### src/rtl/instruction_fetch.sv
// Instruction fetch stage: issues single-outstanding requests to instruction
// memory, buffers returned words with their addresses in a small prefetch
// FIFO, and hands the head word to decode. A redirect flushes the FIFO and
// restarts fetch at the new target; a request already on the bus is allowed
// to complete (its data is thrown away) before the target is fetched.
module instruction_fetch #(
    parameter logic [31:0] RESET_PC = 32'h0000_0000,
    parameter int          DEPTH    = 2
) (
    input  logic        iCLK,
    input  logic        iRST_N,
    output logic        oIMEM_REQ,
    output logic [31:0] oIMEM_ADDR,
    input  logic        iIMEM_ACK,
    input  logic [31:0] iIMEM_RDATA,
    input  logic        iREDIRECT,
    input  logic [31:0] iREDIRECT_PC,
    output logic        oIR_VALID,
    output logic [31:0] oIR,
    output logic [6:0]  oOPCODE,
    output logic [31:0] oPC,
    input  logic        iIR_READY
);

    localparam int             AW         = $clog2(DEPTH);
    localparam int             CW         = AW + 1;
    localparam logic [CW-1:0]  DEPTH_C    = CW'(DEPTH);
    localparam logic [31:0]    RESET_PC_A = RESET_PC & 32'hFFFF_FFFC;

    typedef enum logic [1:0] {
        IDLE  = 2'd0,
        REQ   = 2'd1,
        DRAIN = 2'd2
    } state_t;

    state_t          state_q;
    logic            req_q;
    logic [31:0]     fetch_pc_q;
    logic [31:0]     target_pc_q;

    logic [31:0]     pc_mem_q [DEPTH];
    logic [31:0]     ir_mem_q [DEPTH];
    logic [AW-1:0]   rd_ptr_q, rd_ptr_d;
    logic [AW-1:0]   wr_ptr_q, wr_ptr_d;
    logic [CW-1:0]   count_q, count_d;

    logic            empty;
    logic            push;
    logic            pop;
    logic [31:0]     redir_pc;
    logic [CW-1:0]   count_after_push;
    logic            unused_redir_lsbs;

    assign redir_pc          = {iREDIRECT_PC[31:2], 2'b00};
    assign unused_redir_lsbs = ^iREDIRECT_PC[1:0];

    // A redirect voids both the push of an arriving word and any pop.
    assign empty = (count_q == '0);
    assign push  = (state_q == REQ) && iIMEM_ACK && !iREDIRECT;
    assign pop   = !empty && iIR_READY && !iREDIRECT;

    // Occupancy after this cycle's push, including a same-cycle pop; decides
    // whether the next request can be issued back-to-back.
    assign count_after_push = count_q + CW'(1) - {{(CW-1){1'b0}}, pop};

    // FIFO pointer/occupancy next-state; a redirect empties the FIFO.
    always_comb begin
        rd_ptr_d = rd_ptr_q;
        wr_ptr_d = wr_ptr_q;
        count_d  = count_q;
        if (iREDIRECT) begin
            rd_ptr_d = '0;
            wr_ptr_d = '0;
            count_d  = '0;
        end else begin
            if (push) wr_ptr_d = wr_ptr_q + AW'(1);
            if (pop)  rd_ptr_d = rd_ptr_q + AW'(1);
            case ({push, pop})
                2'b10:   count_d = count_q + CW'(1);
                2'b01:   count_d = count_q - CW'(1);
                default: count_d = count_q;
            endcase
        end
    end

    // FIFO control registers.
    always_ff @(posedge iCLK or negedge iRST_N) begin
        if (!iRST_N) begin
            rd_ptr_q <= '0;
            wr_ptr_q <= '0;
            count_q  <= '0;
        end else begin
            rd_ptr_q <= rd_ptr_d;
            wr_ptr_q <= wr_ptr_d;
            count_q  <= count_d;
        end
    end

    // FIFO storage; contents are only observed through a valid head.
    always_ff @(posedge iCLK) begin
        if (push) begin
            pc_mem_q[wr_ptr_q] <= fetch_pc_q;
            ir_mem_q[wr_ptr_q] <= iIMEM_RDATA;
        end
    end

    // Fetch FSM: request sequencing, redirect handling and bus drain.
    always_ff @(posedge iCLK or negedge iRST_N) begin
        if (!iRST_N) begin
            state_q     <= IDLE;
            req_q       <= 1'b0;
            fetch_pc_q  <= RESET_PC_A;
            target_pc_q <= RESET_PC_A;
        end else begin
            case (state_q)
                IDLE: begin
                    if (iREDIRECT) begin
                        state_q    <= REQ;
                        req_q      <= 1'b1;
                        fetch_pc_q <= redir_pc;
                    end else if (count_q < DEPTH_C) begin
                        state_q <= REQ;
                        req_q   <= 1'b1;
                    end
                end
                REQ: begin
                    if (iIMEM_ACK) begin
                        if (iREDIRECT) begin
                            fetch_pc_q <= redir_pc;
                        end else begin
                            fetch_pc_q <= fetch_pc_q + 32'd4;
                            if (count_after_push >= DEPTH_C) begin
                                state_q <= IDLE;
                                req_q   <= 1'b0;
                            end
                        end
                    end else if (iREDIRECT) begin
                        // Old request stays on the bus until it is acknowledged.
                        state_q     <= DRAIN;
                        target_pc_q <= redir_pc;
                    end
                end
                DRAIN: begin
                    if (iIMEM_ACK) begin
                        state_q    <= REQ;
                        fetch_pc_q <= iREDIRECT ? redir_pc : target_pc_q;
                    end else if (iREDIRECT) begin
                        target_pc_q <= redir_pc;
                    end
                end
                default: begin
                    state_q <= IDLE;
                    req_q   <= 1'b0;
                end
            endcase
        end
    end

    assign oIMEM_REQ  = req_q;
    assign oIMEM_ADDR = fetch_pc_q;
    assign oIR_VALID  = !empty;
    assign oIR        = empty ? 32'd0 : ir_mem_q[rd_ptr_q];
    assign oPC        = empty ? 32'd0 : pc_mem_q[rd_ptr_q];
    assign oOPCODE    = oIR[6:0];

endmodule

### config.mk
export PLATFORM = sky130hd
export DESIGN_NAME = instruction_fetch
export DESIGN_NICKNAME = d
export VERILOG_FILES = /design/src/rtl/instruction_fetch.sv
export SDC_FILE = /design/constraint.sdc
export NUM_CORES = 1
export LEC_CHECK = 0
export CAP_MARGIN = 10
export CORE_AREA = 5 5 185 187
export DETAILED_ROUTE_END_ITERATION = 8
export DIE_AREA = 0 0 190 192
export SYNTH_ARGS = -nofsm -noshare
export SYNTH_HDL_FRONTEND = slang
export SYNTH_SLANG_ARGS = --single-unit
### constraint.sdc
create_clock -name iCLK -period 6 [get_ports iCLK]
set_clock_uncertainty 0.1 [all_clocks]
set_input_delay 0.9 -clock iCLK [delete_from_list [all_inputs] [get_ports iCLK]]
set_output_delay 0.9 -clock iCLK [all_outputs]
set_load 0.1 [all_outputs]
### M4 wires, run 1

(2 px per um) Supply wires on this layer in gray.
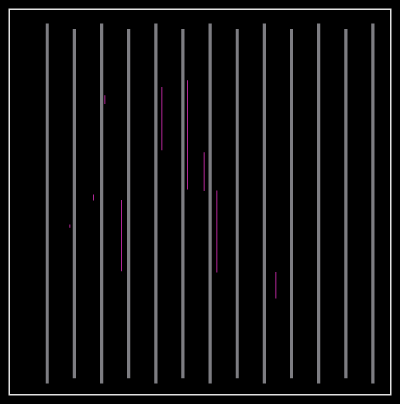
The layer carries 202 um of wire. 6 nets have wire on it.
final wirelength: 25.4 mm
vias post-DR: 6644

### Routing congestion, run 1

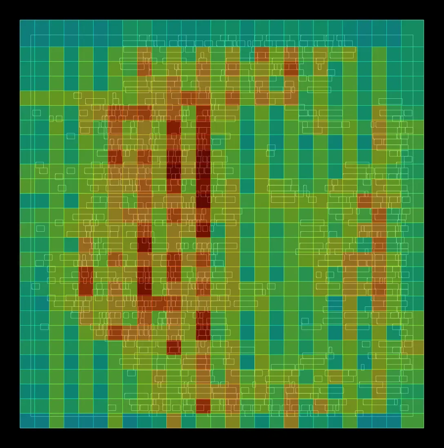
grt met1 use: 0.181
layer carrying the most global-route usage: met2

==> GITHUB_STEP_SUMMARY, run 1 <==
### Metrics collected by this job

| Metric | Value |
|---|---|
| Die W | 190 um |
| Syn. warnings | 0 |
| Syn Std Cell Area | 9280 um^2 |
| RePlAce Congestion | 0.740 |
| Die area | 36500 um^2 |
| ClkCell Share | 0.0468 |
| CTS max path bufs | 2 |
| Final core occ | 0.370 |
| HPWL after DPL | 16.1 mm |
| Synth Register Bits | 199 |
| Highest metal used | met5 |
| Max Slew Vio Count | 0 |
| Wirelength per Cell | 18.8 um |
| CP arrival | 3.43 ns |
| Placed cell count | 1318 |
| Grt ovf | 0 |
| Clk_lat worst skew | 0.44 ns |
| Critical path origin | rd_ptr_q |
| Met2 Track Usage GR | 0.231 |
| CTS Sinks | 199 |
| Initial Utilization | 0.287 |
| Pre-antenna DRT Iters | 5 |
| Synthesis-to-finish area growth | 29.0% |
| Setup Fix Bufs, Post-CTS | 0 |
| Cts bufs inserted | 17 |
| Critical path depth in cells | 4 |
| Worst min-delay path class | register to register |
| Final Cycle Share | 0.738 |
| Worst rel slew slack | 0.281 |
| FA/HA/MAJ Cells, Area Fraction | 0.00944 |
| Worst Path Max Fanout | 48 |
| Hold Buf Count CTS | 0 |
| Main kind of combinational logic by area | multiplexers |
| Worst hold slack | 0.393 ns |
| Crit path buffers/inverters | 2 |
| Worst-path cell chain | buf_4 > mux2i_1 > nor2_1 > clkdlybuf4s50_1 |
| Ys cells | 749 |
| Register Area | 5620 um^2 |
| Outcome | finished clean |
| Ant. Diodes | 0 |
| Final cell count without fillers | 1350 |
| Final hold violation count | 0 |
| Yosys cell types | 63 |
| Worst reg2reg path endpoint | ir_mem_q[0][7] |
| Main synth FF type | edfxtp_1 |
| Initial antenna violation count | 2 |
| Slowest stage delay, CP | 1.16 ns |
| R2R cell count | 7 |
| # nets final | 971 |
| CTS tree | yes |
| Clk Tree Root Cell | clkbuf_16 |
| Leading cell kind | sequential cells |
| Async set or reset register ratio after synthesis | 0.357 |
| Post-Synthesis Net Count | 825 |
| Die height | 192 um |
| Final Worst Setup Slack | 1.57 ns |
| Logic share of the area | 0.282 |
| Rows | 66 |
| Most frequent cells in the layout | clkdlybuf4s50_1, edfxtp_1, nor2_1 |
| Post-cts gate resize count | 0 |
| Total core area | 32300 um^2 |
| DP Worst Slack | 1.98 ns |
| Most frequent logic cell in the layout | clkdlybuf4s50_1 |
| EDFF count, synth | 128 |
| Worst Setup EP | oPC[0] |
| Routed wl met3 | 1.55 mm |
| # Max-Cap Violations | 0 |
| Setup TNS Final | 0 ns |
| Top cells by area, synth | edfxtp_1, dfrtp_1, mux2i_1 |
| Crit path time final | 4.43 ns |
### Clock distribution, run 1

(2 px per um)
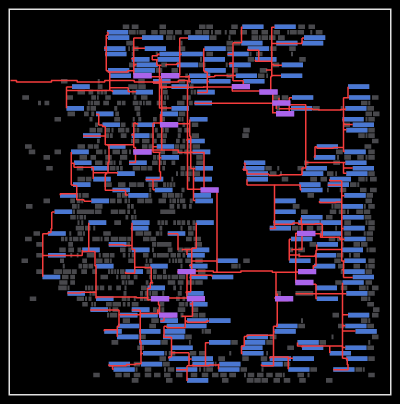
Key: clock drivers = purple [count 17]; flip-flops = blue [count 199]; clock wires = red [length 2570 um]
There are 18 routed clock nets.

### Local utilization, run 1

(2 px per um) The die is cut into 19 by 19 equal tiles; dark blue is low, red is high, 0 to 100% covered.
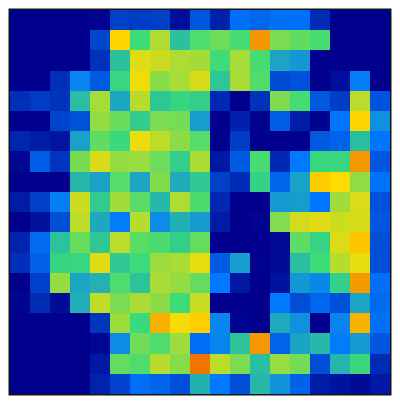
3.3% of the tiles are over 75% full. The fullest tile reaches 87%. The mean over all tiles is 31%.

[run 1: Yosys cell counts (6+ instances only)]
cell        n
a21oi_1    10
a221o_1     8
a221oi_1   10
a22o_1      6
a22oi_1     8
a31oi_1     8
and2_1      7
and3_1     11
buf_1       7
buf_2      11
buf_4       8
clkbuf_1   29
dfrtp_1    71
edfxtp_1  128
ha_1        7
inv_1      12
mux2_2     41
mux2i_1    67
nand2_1    26
nand3_1    13
nand4_1     9
nor2_1    101
nor3_1     10
o21ai_0    53
o31ai_1     6
### Port wiring, run 1

(1.5 px per um)
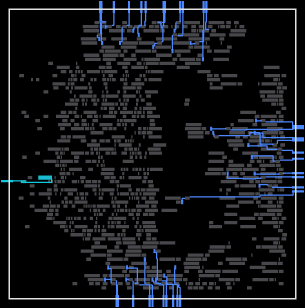

==> inputs of run 2 (changes only) <==
==> constraint.sdc (replaced) <==
create_clock -name iCLK -period 4.43 [get_ports iCLK]
set_clock_uncertainty 0.1 [all_clocks]
set_input_delay 0.6645 -clock iCLK [delete_from_list [all_inputs] [get_ports iCLK]]
set_output_delay 0.6645 -clock iCLK [all_outputs]
set_load 0.1 [all_outputs]
### Port wiring, run 2

(1.5 px per um)
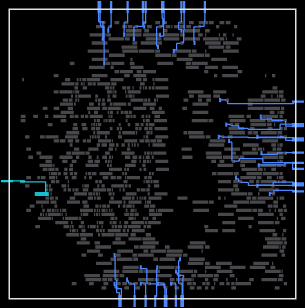
Key: oPC = blue [direction output, end cells 32, wire 841 um]; oIMEM_REQ = cyan [direction output, end cells 1, wire 37.4 um]

==> run 2 against run 1 <==
  * Setup slack worse by 0.56 ns
  * Sequential share of layout area about the same
  * Area after synthesis unchanged
  * First-iteration DRC count up 40%
  * Synthesized cell count stayed put
  * Flip-flop count stayed put
  * Clock-buffer cell count shrank 1
  * Cell count is 0.89% higher
  * Via count is 2.3% higher
  * Critical path type unchanged
  * Critical endpoint is now oIR[29]
  * Largest cell class unchanged
==> GITHUB_STEP_SUMMARY, run 2 <==
### Metrics collected by this job

| Metric | Value |
|---|---|
| EDFF count, synth | 128 (unchanged) |
| Grt ovf | 0 (unchanged) |
| Final Cycle Share | 0.771 |
| Clk Tree Root Cell | clkbuf_16 |
| Synth Register Bits | 199 (unchanged) |
| Initial Utilization | 0.287 (unchanged) |
| Yosys cell types | 63 (unchanged) |
| Worst Path Max Fanout | 28 (-42%) |
| CP arrival | 2.65 ns (-0.78 ns) |
| Outcome | finished clean |
| Rows | 66 (unchanged) |
| R2R cell count | 8 (+1) |
| Post-cts gate resize count | 0 (unchanged) |
| HPWL after DPL | 17.2 mm (+7.1%) |
| Async set or reset register ratio after synthesis | 0.357 (unchanged) |
| Initial antenna violation count | 4 (+2) |
| Syn. warnings | 0 (unchanged) |
| Final wirelength | 25.7 mm (+1.5%) |
| Main synth FF type | edfxtp_1 |
| FA/HA/MAJ Cells, Area Fraction | 0.00944 (unchanged) |
| Main kind of combinational logic by area | multiplexers |
| DP Worst Slack | 0.832 ns (-1.15 ns) |
| CTS Sinks | 199 (unchanged) |
| Most frequent logic cell in the layout | edfxtp_1 |
| RePlAce Congestion | 0.811 (+9.6%) |
| Total core area | 32300 um^2 (unchanged) |
| Worst hold slack | 0.0609 ns (-0.332 ns) |
| Placed cell count | 1329 (+0.83%) |
| Critical path depth in cells | 3 (-1) |
| Crit path time final | 3.42 ns |
| Final hold violation count | 0 (unchanged) |
| Critical path origin | rd_ptr_q |
| Die area | 36500 um^2 (unchanged) |
| Final cell count without fillers | 1362 (+0.89%) |
| Setup TNS Final | 0 ns (unchanged) |
| Post-Synthesis Net Count | 825 (unchanged) |
### Routing congestion, run 2

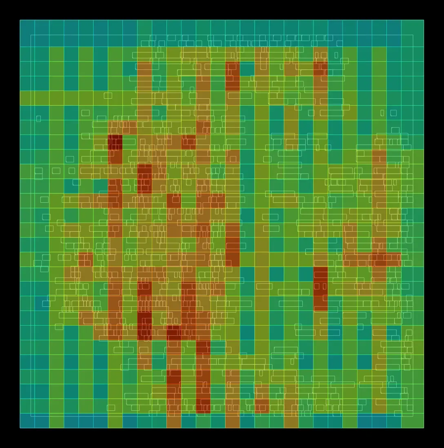
grt met1 use: 0.190
met3 Use GR: 0.0382
GRT Util Overall: 0.140

==> run 2: routing by layer <==
metal	vias to the layer above	track usage	share of wire
met5	-	0	0.0016
met4	6	0.0362	0.012
met3	31	0.0382	0.070
met2	229	0.224	0.48
met1	3387	0.190	0.44
li1	3142	-	-
==> run 2: layout make-up <==
class,count,area (um^2),share of cell area
Antenna cell,1,2.50,0.000209
Inverter,13,48.8,0.00408
Sequential cell,199,5620,0.470
Clock inverter,12,111,0.00931
Tap cell,442,553,0.0463
Timing Repair Buffer,195,1780,0.149
Multi-Input combinational cell,480,3370,0.282
Clock buffer,20,468,0.0391
### M4 wires, run 2

(2 px per um) Supply wires on this layer in gray.
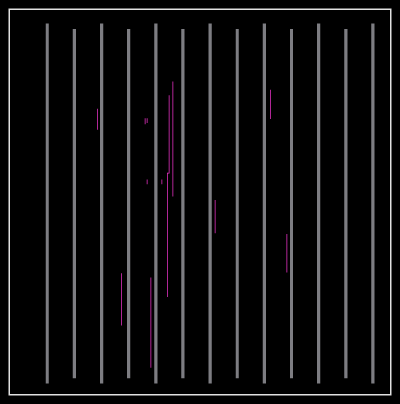

==> inputs of run 3 (changes only) <==
==> constraint.sdc (replaced) <==
create_clock -name iCLK -period 3.15 [get_ports iCLK]
set_clock_uncertainty 0.1 [all_clocks]
set_input_delay 0.4725 -clock iCLK [delete_from_list [all_inputs] [get_ports iCLK]]
set_output_delay 0.4725 -clock iCLK [all_outputs]
set_load 0.1 [all_outputs]
### M4 wires, run 3

(2 px per um) Supply wires on this layer in gray.
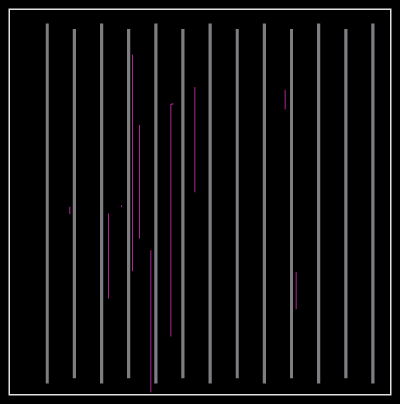
The wires run mostly vertical. The layer holds 1.9% of the routed length. The longest straight run is 116 um. 8 nets have wire on it. The layer carries 479 um of wire.

==> run 3 against run 2 <==
  * Clock-buffer cell count increased by 6
  * Routed wire length decreased by 0.27%
  * Sequential share of layout area increased by 0.29 points
  * Area after synthesis unchanged
  * Via count decreased by 1.5%
  * Critical endpoint is now oPC[16]
  * Synthesized cell count unchanged
==> GITHUB_STEP_SUMMARY, run 3 <==
### Metrics collected by this job

| Metric | Value |
|---|---|
| Most frequent cells in the layout | edfxtp_1, buf_4, nor2_1 |
| Final hold violation count | 0 (unchanged) |
| Initial Utilization | 0.287 (unchanged) |
| Final cell count without fillers | 1366 (+0.29%) |
| Crit path time final | 2.83 ns |
| Grt met1 use | 0.179 (-0.0111) |
| Setup TNS Final | 0 ns (unchanged) |
| Critical path class | register to primary output |
| Mux area share | 0.123 |
| Clk Tree Root Cell | clkbuf_16 |
| F_max | 0.353 GHz |
| Initial antenna violation count | 2 (-2) |
| Syn. warnings | 0 (unchanged) |
| R2R cell count | 7 (-1) |
| Final wirelength | 25.7 mm (-0.27%) |
| Critical path origin | count_q[0] |
| GRT Util Overall | 0.138 (-0.00227) |
| Die area | 36500 um^2 (unchanged) |
| Routed met2 length | 12.2 mm (-0.34%) |
| Main kind of combinational logic by area | multiplexers |
| Routed wl met3 | 1.71 mm (-4.7%) |
| CTS Sinks | 199 (unchanged) |
| Final Cycle Share | 0.899 |
| DP Worst Slack | 0.502 ns (-0.331 ns) |
| CTS tree | yes |
| RePlAce Congestion | 0.796 (-1.9%) |
| Post-Synthesis Net Count | 825 (unchanged) |
| Highest metal used | met5 |
| CP arrival | 2.26 ns (-0.39 ns) |
| Rows | 66 (unchanged) |
| EDFF count, synth | 128 (unchanged) |
| Grt ovf | 0 (unchanged) |
| Met2 Track Usage GR | 0.225 (+0.00165) |
| Worst Path Max Fanout | 65 (+130%) |
| Met3 Use GR | 0.0387 (+0.000545) |
| Async set or reset register ratio after synthesis | 0.357 (unchanged) |
| Yosys cell types | 63 (unchanged) |
| Main synth FF type | edfxtp_1 |
| HPWL after DPL | 16.9 mm (-1.6%) |
| Wirelength per Cell | 18.8 um |
| Outcome | finished clean |
| Met1 wire length | 11.3 mm (-0.95%) |
| Area leader, netlist | edfxtp_1 |
| CTS max path bufs | 2 |
| Layer carrying the most global-route usage | met2 |
| FA/HA/MAJ Cells, Area Fraction | 0.00944 (unchanged) |
| Placed cell count | 1333 (+0.30%) |
| Layout cells sized above 1 | 0.237 |
| Worst hold slack | 0.386 ns (+0.325 ns) |
| Total core area | 32300 um^2 (unchanged) |
| Synth Register Bits | 199 (unchanged) |
| Ao+oa area frac | 0.115 |
| Post-cts gate resize count | 0 (unchanged) |
| Ant. Diodes | 0 (-1) |
### Clock distribution, run 3

(2 px per um)
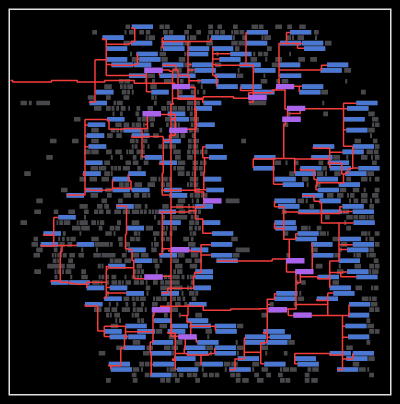
Key: flip-flops = blue [count 199]; clock wires = red [length 2640 um]; clock drivers = purple [count 17]
There are 18 routed clock nets. Position of the flops: spread over the die.

## run 3: cell counts after synthesis
Identical to the previous run, type by type.
## run 3: layout make-up
class,count,area (um^2)
Tap cell,442,553
Sequential cell,199,5620
Fill cell,3168,20400
Inverter,13,48.8
Timing Repair Buffer,200,1730
Clock inverter,6,37.5
Multi-Input combinational cell,480,3380
Clock buffer,26,512
## run 3: timing repair
action / 4_1_cts / 5_1_grt
setup endpoints to repair: 0 / 0
hold buffers: 1 / 0
hold endpoints to repair: 71 / 0
## run 3: critical path, stage by stage (launching register included)
cell,delay [ns]
dfrtp_1,0.39
inv_1,0.13
ha_4,0.15
buf_4,0.63
nor2_1,0.17
buf_4,0.29
